===== config.mk =====
export PLATFORM = sky130hd
export DESIGN_NAME = mwave_timer_ctrl
export DESIGN_NICKNAME = d
export VERILOG_FILES = /design/src/rtl/mwave_timer_ctrl.sv
export SDC_FILE = /design/constraint.sdc
export NUM_CORES = 1
export LEC_CHECK = 0
export ABC_CLOCK_PERIOD_IN_PS = 2950
export CORE_ASPECT_RATIO = 1.4
export CORE_MARGIN = 2
export CORE_UTILIZATION = 34
export DETAILED_ROUTE_END_ITERATION = 16
export PLACE_DENSITY = 0.52
export SYNTH_ARGS = -nofsm -noshare
export SYNTH_HDL_FRONTEND = slang
export SYNTH_SLANG_ARGS = --single-unit

===== constraint.sdc =====
create_clock -name clk -period 2.95 [get_ports clk]
set_clock_uncertainty 0.1 [all_clocks]
set_input_delay 0.295 -clock clk [delete_from_list [all_inputs] [get_ports clk]]
set_output_delay 0.295 -clock clk [all_outputs]
set_load 0.01 [all_outputs]

===== src/rtl/mwave_timer_ctrl.sv =====
// Microwave oven controller: door/start/cancel FSM, cook countdown, power duty, bell.
// Optional child lock via MWAVE_CHILD_LOCK_EN (adds lock_key input, locked output).
module mwave_timer_ctrl #(
    parameter int TIME_W       = 8,
    parameter int CLK_PER_TICK = 100,
    parameter int PWR_W        = 2,
    parameter int BELL_TICKS   = 3,
    parameter int ADD_SEC      = 30
) (
    input  logic              clk,
    input  logic              rst,
    input  logic              door,
    input  logic              start,
    input  logic              cancel,
    input  logic [TIME_W-1:0] time_in,
    input  logic [PWR_W-1:0]  power_in,
`ifdef MWAVE_CHILD_LOCK_EN
    input  logic              lock_key,
    output logic              locked,
`endif
    output logic              heat,
    output logic              light,
    output logic              bell,
    output logic [TIME_W-1:0] remaining,
    output logic              busy
);

    localparam int PRE_W  = $clog2(CLK_PER_TICK);
    localparam int BCNT_W = $clog2(BELL_TICKS + 1);
    localparam logic [PRE_W-1:0]  PRE_MAX   = PRE_W'(CLK_PER_TICK - 1);
    localparam logic [BCNT_W-1:0] BELL_LAST = BCNT_W'(BELL_TICKS - 1);
    localparam logic [TIME_W:0]   ADD_V     = (TIME_W + 1)'(ADD_SEC);
    localparam logic [TIME_W-1:0] T_MAX     = '1;
    localparam logic [TIME_W-1:0] T_ONE     = TIME_W'(1);

    typedef enum logic [2:0] {IDLE, OPEN, COOK, PAUSE, BELL} state_t;

    state_t              state_q, state_d;
    logic [TIME_W-1:0]   rem_q, rem_d;
    logic [PRE_W-1:0]    presc_q, presc_d;
    logic [BCNT_W-1:0]   bcnt_q, bcnt_d;
    logic [PWR_W-1:0]    phase_q, phase_d;
    logic [PWR_W-1:0]    pwr_q, pwr_d;
    logic                heat_q, light_q, bell_q, busy_q;
    logic                heat_d, light_d, bell_d, busy_d;
    logic                start_ok, tick;
    logic [PRE_W-1:0]    presc_inc;
    logic [TIME_W:0]     sum;
    logic [TIME_W-1:0]   add_sat;

`ifdef MWAVE_CHILD_LOCK_EN
    logic lock_prev_q, locked_q;
    assign start_ok = start & ~locked_q;
    assign locked   = locked_q;

    always_ff @(posedge clk or posedge rst) begin
        if (rst) begin
            lock_prev_q <= 1'b0;
            locked_q    <= 1'b0;
        end else begin
            lock_prev_q <= lock_key;
            if (lock_key && !lock_prev_q)
                locked_q <= ~locked_q;
        end
    end
`else
    assign start_ok = start;
`endif

    assign tick      = (presc_q == PRE_MAX);
    assign presc_inc = tick ? '0 : presc_q + 1'b1;
    assign sum       = {1'b0, rem_q} + ADD_V;
    // Saturate before any same-cycle decrement
    assign add_sat   = sum[TIME_W] ? T_MAX : sum[TIME_W-1:0];

    always_comb begin
        state_d = state_q;
        rem_d   = rem_q;
        presc_d = presc_q;
        bcnt_d  = bcnt_q;
        phase_d = phase_q;
        pwr_d   = pwr_q;
        unique case (state_q)
            IDLE: begin
                if (door) begin
                    state_d = OPEN;
                end else if (start_ok && time_in != '0) begin
                    state_d = COOK;
                    rem_d   = time_in;
                    pwr_d   = power_in;
                    presc_d = '0;
                    phase_d = '0;
                end
            end
            OPEN: begin
                if (!door) state_d = IDLE;
            end
            COOK: begin
                phase_d = phase_q + 1'b1;
                if (door) begin
                    state_d = PAUSE;
                end else if (cancel) begin
                    state_d = IDLE;
                    rem_d   = '0;
                end else begin
                    presc_d = presc_inc;
                    if (start_ok) begin
                        rem_d = tick ? add_sat - 1'b1 : add_sat;
                    end else if (tick) begin
                        rem_d = rem_q - 1'b1;
                        if (rem_q == T_ONE) begin
                            state_d = BELL;
                            bcnt_d  = '0;
                        end
                    end
                end
            end
            PAUSE: begin
                if (cancel) begin
                    state_d = door ? OPEN : IDLE;
                    rem_d   = '0;
                end else if (!door) begin
                    state_d = COOK;
                end
            end
            BELL: begin
                if (door) begin
                    state_d = OPEN;
                end else begin
                    presc_d = presc_inc;
                    if (tick) bcnt_d = bcnt_q + 1'b1;
                    if (cancel || (tick && bcnt_q == BELL_LAST))
                        state_d = IDLE;
                end
            end
            default: state_d = IDLE;
        endcase
    end

    assign heat_d  = (state_d == COOK) && (phase_d <= pwr_d);
    assign light_d = (state_d == COOK) || (state_d == PAUSE) || (state_d == OPEN);
    assign bell_d  = (state_d == BELL);
    assign busy_d  = (state_d == COOK) || (state_d == PAUSE);

    always_ff @(posedge clk or posedge rst) begin
        if (rst) begin
            state_q <= IDLE;
            rem_q   <= '0;
            presc_q <= '0;
            bcnt_q  <= '0;
            phase_q <= '0;
            pwr_q   <= '0;
            heat_q  <= 1'b0;
            light_q <= 1'b0;
            bell_q  <= 1'b0;
            busy_q  <= 1'b0;
        end else begin
            state_q <= state_d;
            rem_q   <= rem_d;
            presc_q <= presc_d;
            bcnt_q  <= bcnt_d;
            phase_q <= phase_d;
            pwr_q   <= pwr_d;
            heat_q  <= heat_d;
            light_q <= light_d;
            bell_q  <= bell_d;
            busy_q  <= busy_d;
        end
    end

    assign heat      = heat_q;
    assign light     = light_q;
    assign bell      = bell_q;
    assign busy      = busy_q;
    assign remaining = rem_q;

endmodule


==> run_1/registers.png <==
Drawn at 3 px/um. Other sequential cells in the stronger gray, the rest of the logic in the fainter gray.
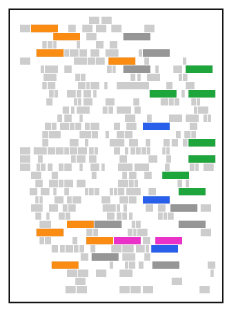
orange -> `remaining`  # sequential cells 8
blue -> `state_q`  # sequential cells 3
magenta -> `phase_q`  # sequential cells 2
green -> `presc_q`  # sequential cells 7, where middle right
not colored = 8
Flop+latch power: 522 uW
Reg area: 701 um^2
Final Util: 0.422
register fraction of the total cell area: 0.271

==> run_1/clock_map.png <==
Drawn at 3 px/um.
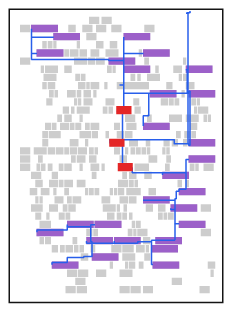
blue -> clock wires  # length 397 um
purple -> flip-flops  # count 28
red -> cells driving clock nets  # count 3
flops lie = spread over the die

==> run_1/cell_classes.png <==
Drawn at 3 px/um.
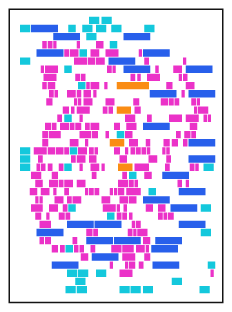
magenta -> all other logic  # cells 212
orange -> clock drivers and dummy loads  # cells 4
blue -> flip-flops  # cells 28
cyan -> other buffers and delay cells  # cells 41

==> run_1/final_placement.png <==
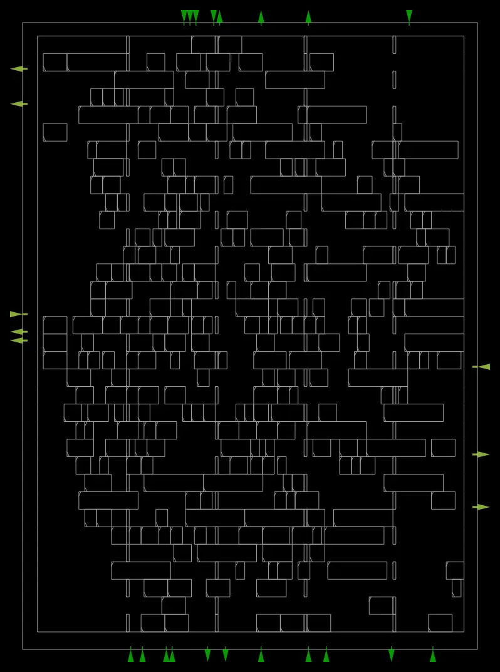
layout filler cell count: 655
Placement Rows: 34
tapcells inserted: 72
Core Region: 6130 um^2

run 1: Yosys cell counts, types with 3 or more instances:
cell,count
o31ai_1,6
inv_1,13
ha_1,9
xor2_1,8
nand3_1,9
nor2b_1,6
a21oi_1,22
clkbuf_1,8
mux2i_1,3
nand2b_1,5
or4_1,3
nor3_1,7
o21ai_0,24
a221oi_1,3
nor2_1,18
dfrtp_1,28
mux2_2,4
and3_1,5
nand2_1,21
run 1: registers in the layout, indices dropped and copies added, names as in the netlist:
register,flops
light,1
remaining,8
bell,1
bcnt_q,2
phase_q,2
presc_q,7
state_q,3
pwr_q,2
busy,1
heat,1
run 1: routing by layer:
metal  track usage  vias to the layer above
met5             0                        -
met2         0.306                       24
li1              -                      987
met1         0.210                      966
met4        0.0581                        0
met3        0.0145                        6
run 1: kinds of logic after synthesis:
kind of cell	count (synthesis)
AOI/OAI and AO/OA	76
muxes	7
DFF	28
buffers and inverters	26
adders and majority gates	9
and+or+nand+nor	98
xor gates and xnor gates	9
run 1: where the power goes:
group	leakage [uW]	switching, uW	total [uW]	internal (uW)
logic	0.000706	348	673	326
clock network	0.0000357	127	309	182
registers	0.000350	73.9	522	448
run 1: worst min-delay path, cell delays in order:
cell,delay (ns)
clkdlybuf4s50_1,0.40
inv_1,0.05
buf_4,0.33
run 1: area by class of cell:
type	instances	share of cell area
multi-input cells	199	0.503
flip-flops and latches	28	0.271
well taps	72	0.0348
repair buffers	41	0.144
inverters	13	0.0189
clock buffers	3	0.0160
clock inverters	1	0.0116
run 1: metrics by stage:
stage	std cells	util
floorplan	253	-
global placement	353	0.410
detailed placement	353	0.410
CTS	357	0.422
global route	357	0.422
finish	357	0.422
run 1: how the worst min path moves through the flow:
stage,start,endpoint,slack [ns],depth (start not counted)
floorplan,rst,bcnt_q[0],0.26,1
global placement,presc_q[6],presc_q[6],0.37,1
detailed placement,presc_q[6],presc_q[6],0.36,1
CTS,rst,heat,0.30,3
global route,rst,heat,0.32,3
finish,rst,heat,0.28,3
==> impl_metrics.tcl, run 1 <==
# flow metrics
set metrics [dict create \
    grt_pass1_vias 1953 \
    crit_required_ns 3.08 \
    die_y_um 97.3 \
    drive_above_1_share 0.109 \
    crit_top_cell "o21ai_0" \
    tightest_slew_ns 0.692 \
    synth_area_leader_cell "dfrtp_1" \
    startpoint "time_in[1]" \
    cp_top_family "simple AND/OR/NAND/NOR gates" \
    root_buffer "clkbuf_8" \
    drc 0 \
    critical-path-slowest-cell "or4_1" \
    ys_area_um2 2110 \
    power.leakage_uw 0.00109 \
    warning_count 28 \
    final_area_um2 2580 \
    chipArea_um2 6870 \
    clk_latency_ns 0.28 \
    rsz0062_at_grt "no" \
    routed.top_layer "met4" \
    numCtsBuffers 3 \
    status "finished clean" \
    ys_sh_adder 0.0533 \
    ys_sh_mux 0.0355 \
    path_cells "clkdlybuf4s50_1, or4_1, o21ai_1, nor2_1, o21ai_0, nand2_1, o21ai_0, ha_1, nor2b_1, o21ai_0, and3_1" \
    grt_pass1_wl_mm 9.41 \
    aoi_share 0.226 \
    setup_slack_ns 0.331 \
    avgSynthCellArea_um2 8.35 \
    htree_num_levels 1 \
    avgRoutedWirePerCell_um 15.9 \
    max_slew_margin 0.538 \
    routed_via_density 5.55 \
    final_antenna_net_count 0 \
    dpl-instance-area_um2 2510 \
    setup_viol 0 \
    fp_util 0.345 \
    syn_inst 253 \
    wirelength_mm 5.66 \
    grt_usage 0.170 \
    wl_met3_um 98 \
    yosysUniqueCellTypes 57 \
    drt_iter0_markers 64 \
    vdd_drop_max_uv 197 \
    mostFrequentLayoutCells "dfrtp_1, clkdlybuf4s50_1, o21ai_0, a21oi_1, nand2_1" \
    ff2ff_path_depth 7 \
    postCtsResizedCells 0 \
    ys_seq_frac 0.332 \
    antenna_cells 0 \
    flop_cell "dfrtp_1" \
    tns_ns 0 \
    postCtsSetupBuffers 0 \
    synthTopLogicFamily "simple AND/OR/NAND/NOR gates" \
    cp_max_fo 3 \
    cts_hold_buf 0 \
    cts_tree "built" \
    r2r-start "state_q[0]" \
    crit_buf_inv 1 \
    r2r-end "heat" \
    fin_crit_sh 0.888 \
    fmax_mhz 382 \
    top_area_frac 0.332 \
    slew_violations 0 \
    clkTransAtPathRegs_ns 0.11 \
    antenna_found_initial 0 \
    area_growth_pct 22.3 \
    crit_type "primary input to flip-flop" \
    xor_share 0.0373 \
    firstDrtPassIters 4 \
    worstPathArrival_ns 2.74 \
    hold_class "primary input to async pin" \
    synth_async_sr_flop_share 1.00 \
    gr-total-overflow 0 \
    ios 27 \
    crit_path_end "heat" \
    cts_sinks 28 \
    crit_path_start_kind "primary input" \
    io_buffers 26 \
    p_per_area_nw_per_um2 582 \
]
## Run 2: what changed since run 1
--- a/config.mk
+++ b/config.mk
@@ -9,6 +9,7 @@
 export CORE_ASPECT_RATIO = 1.4
 export CORE_MARGIN = 2
 export CORE_UTILIZATION = 34
+export CTS_CLUSTER_DIAMETER = 80
 export DETAILED_ROUTE_END_ITERATION = 16
 export PLACE_DENSITY = 0.52
 export SYNTH_ARGS = -nofsm -noshare
==> run_2/port_nets.png <==
Drawn at 4 px/um.
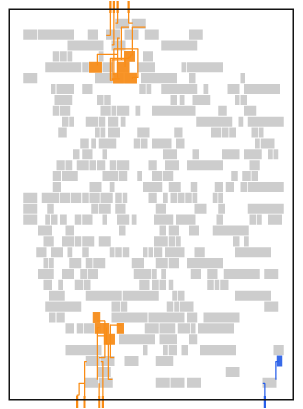
orange -> `time_in`  # bits 8, direction input, edge 4 top, 4 bottom, end cells 10, wire 188 um
blue -> `rst`  # bits 1, direction input, edge bottom, end cells 1, wire 9.10 um

==> run_2/cell_classes.png <==
Drawn at 3 px/um.
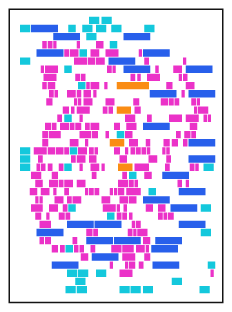
orange -> clock drivers and dummy loads  # cells 4
blue -> flip-flops  # cells 28
cyan -> other buffers and delay cells  # cells 41
magenta -> all other logic  # cells 212

==> run_2/clock_map.png <==
Drawn at 3 px/um.
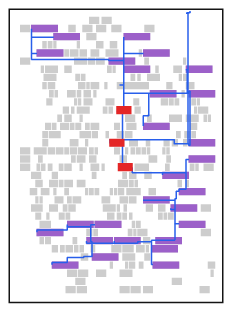
purple -> flip-flops  # count 28
red -> cells driving clock nets  # count 3
blue -> clock wires  # length 397 um
flops lie = spread over the die

==> impl_metrics.tcl, run 2 <==
# flow metrics
set metrics [dict create \
    max_slew_margin 0.538 \
    crit_required_ns 3.08 \
    cts_hold_buf 0 \
    synth_async_sr_flop_share 1.00 \
    grt_pass1_wl_mm 9.41 \
    syn_inst 253 \
    final_area_um2 2580 \
    netSwitchingPower_uw 549 \
    fillers 655 \
    yosysUniqueCellTypes 57 \
    final_util 0.422 \
    cp_max_fo 3 \
    top_area_frac 0.332 \
    postCtsResizedCells 0 \
    antenna_cells 0 \
    fp_util 0.345 \
    common_cells "dfrtp_1, o21ai_0, a21oi_1" \
    fmax_mhz 382 \
    register_area_um2 701 \
    grt_usage 0.170 \
    mostFrequentLayoutCells "dfrtp_1, clkdlybuf4s50_1, o21ai_0, a21oi_1, nand2_1" \
    clkPwrFrac 0.205 \
    swShare 0.365 \
    dpl-instance-area_um2 2510 \
    status "finished clean" \
    synth_area_leader_cell "dfrtp_1" \
    hold_class "primary input to async pin" \
    io_buffers 26 \
    area_growth_pct 22.3 \
    antenna_found_initial 0 \
    internal_power_uw 955 \
    pwr-share-comb 0.448 \
    routed_via_density 5.55 \
    cts_sinks 28 \
    drive_above_1_share 0.109 \
    warning_count 28 \
    ff2ff_path_depth 7 \
    p_per_area_nw_per_um2 582 \
    seqPwrFrac 0.347 \
    root_buffer "clkbuf_8" \
    largest_reg_flops 8 \
    clk_latency_ns 0.28 \
    setup_viol 0 \
    crit_type "primary input to flip-flop" \
    drt_iter0_markers 64 \
    tns_ns 0 \
    rsz0062_at_grt "no" \
    drc 0 \
    cts_tree "built" \
    fin_crit_sh 0.888 \
    slew_violations 0 \
    htree_num_levels 1 \
    final_antenna_net_count 0 \
    gr-total-overflow 0 \
    worstPathArrival_ns 2.74 \
    chipArea_um2 6870 \
    die_y_um 97.3 \
    ys_area_um2 2110 \
    postCtsSetupBuffers 0 \
    row_count 34 \
    ys_seq_frac 0.332 \
    ios 27 \
    wirelength_mm 5.66 \
    firstDrtPassIters 4 \
    numCtsBuffers 3 \
    tightest_slew_ns 0.692 \
    avgRoutedWirePerCell_um 15.9 \
    vdd_drop_max_uv 197 \
    yosysMostFrequentCell "dfrtp_1" \
    avgSynthCellArea_um2 8.35 \
    flop_cell "dfrtp_1" \
    grt_pass1_vias 1953 \
    clkTransAtPathRegs_ns 0.11 \
]
-- run 2: final timing paths --
kind	startpoint	to	slack, ns
min in group clk	presc_q[6]	presc_q[6]	0.38
max	time_in[1]	heat	0.33
min reg2reg	presc_q[6]	presc_q[6]	0.38
min	rst	heat	0.28
max in group asynchronous	rst	bell	2.20
max reg2reg	state_q[0]	heat	0.40
-- run 2: cells by family after synthesis --
kind of cell | count (synthesis) | synth area share
XOR/XNOR | 9 | 0.0373
AND/OR/NAND/NOR | 98 | 0.264
flip-flops | 28 | 0.332
multiplexers | 7 | 0.0355
AND-OR/OR-AND | 76 | 0.226
adder cells (fa/ha/maj) | 9 | 0.0533
buffers and inverters | 26 | 0.0527
-- run 2: power by group through the flow --
stage	Clock (uW)	Combinational, uW	Sequential [uW]
2_1_floorplan	0	424	521
3_3_place_gp	0	673	530
3_5_place_dp	0	678	529
4_1_cts	316	680	522
5_1_grt	334	753	531
6_report	309	673	522
-- run 2: final cells by class --
type                    count  share of cell area
clock buffers               3              0.0160
repair buffers             41               0.144
flip-flops and latches     28               0.271
well taps                  72              0.0348
clock inverters             1              0.0116
inverters                  13              0.0189
multi-input cells         199               0.503
-- run 2: per-stage QoR --
step	hold slack [ns]	power (uW)	instances
after CTS	0.304	1520	357
after detailed placement	0.363	1210	353
after floorplan	0.260	944	253
after global placement	0.366	1200	353
after global routing	0.315	1620	357
final	0.275	1500	357
-- run 2: metal layers --
layer / global-route usage / wire length (um) / vias up
met5: 0 / 0 / -
met1: 0.210 / 2500 / 966
met4: 0.0581 / 91 / 0
met3: 0.0145 / 98 / 6
met2: 0.306 / 2980 / 24
li1: - / - / 987
-- run 2: critical path: stages --
cell	delay [ns]
clkdlybuf4s50_1	0.43
or4_1	0.57
o21ai_1	0.25
nor2_1	0.09
o21ai_0	0.22
nand2_1	0.07
o21ai_0	0.12
ha_1	0.29
nor2b_1	0.13
o21ai_0	0.12
and3_1	0.16
Power and IR drop assume default switching activity.
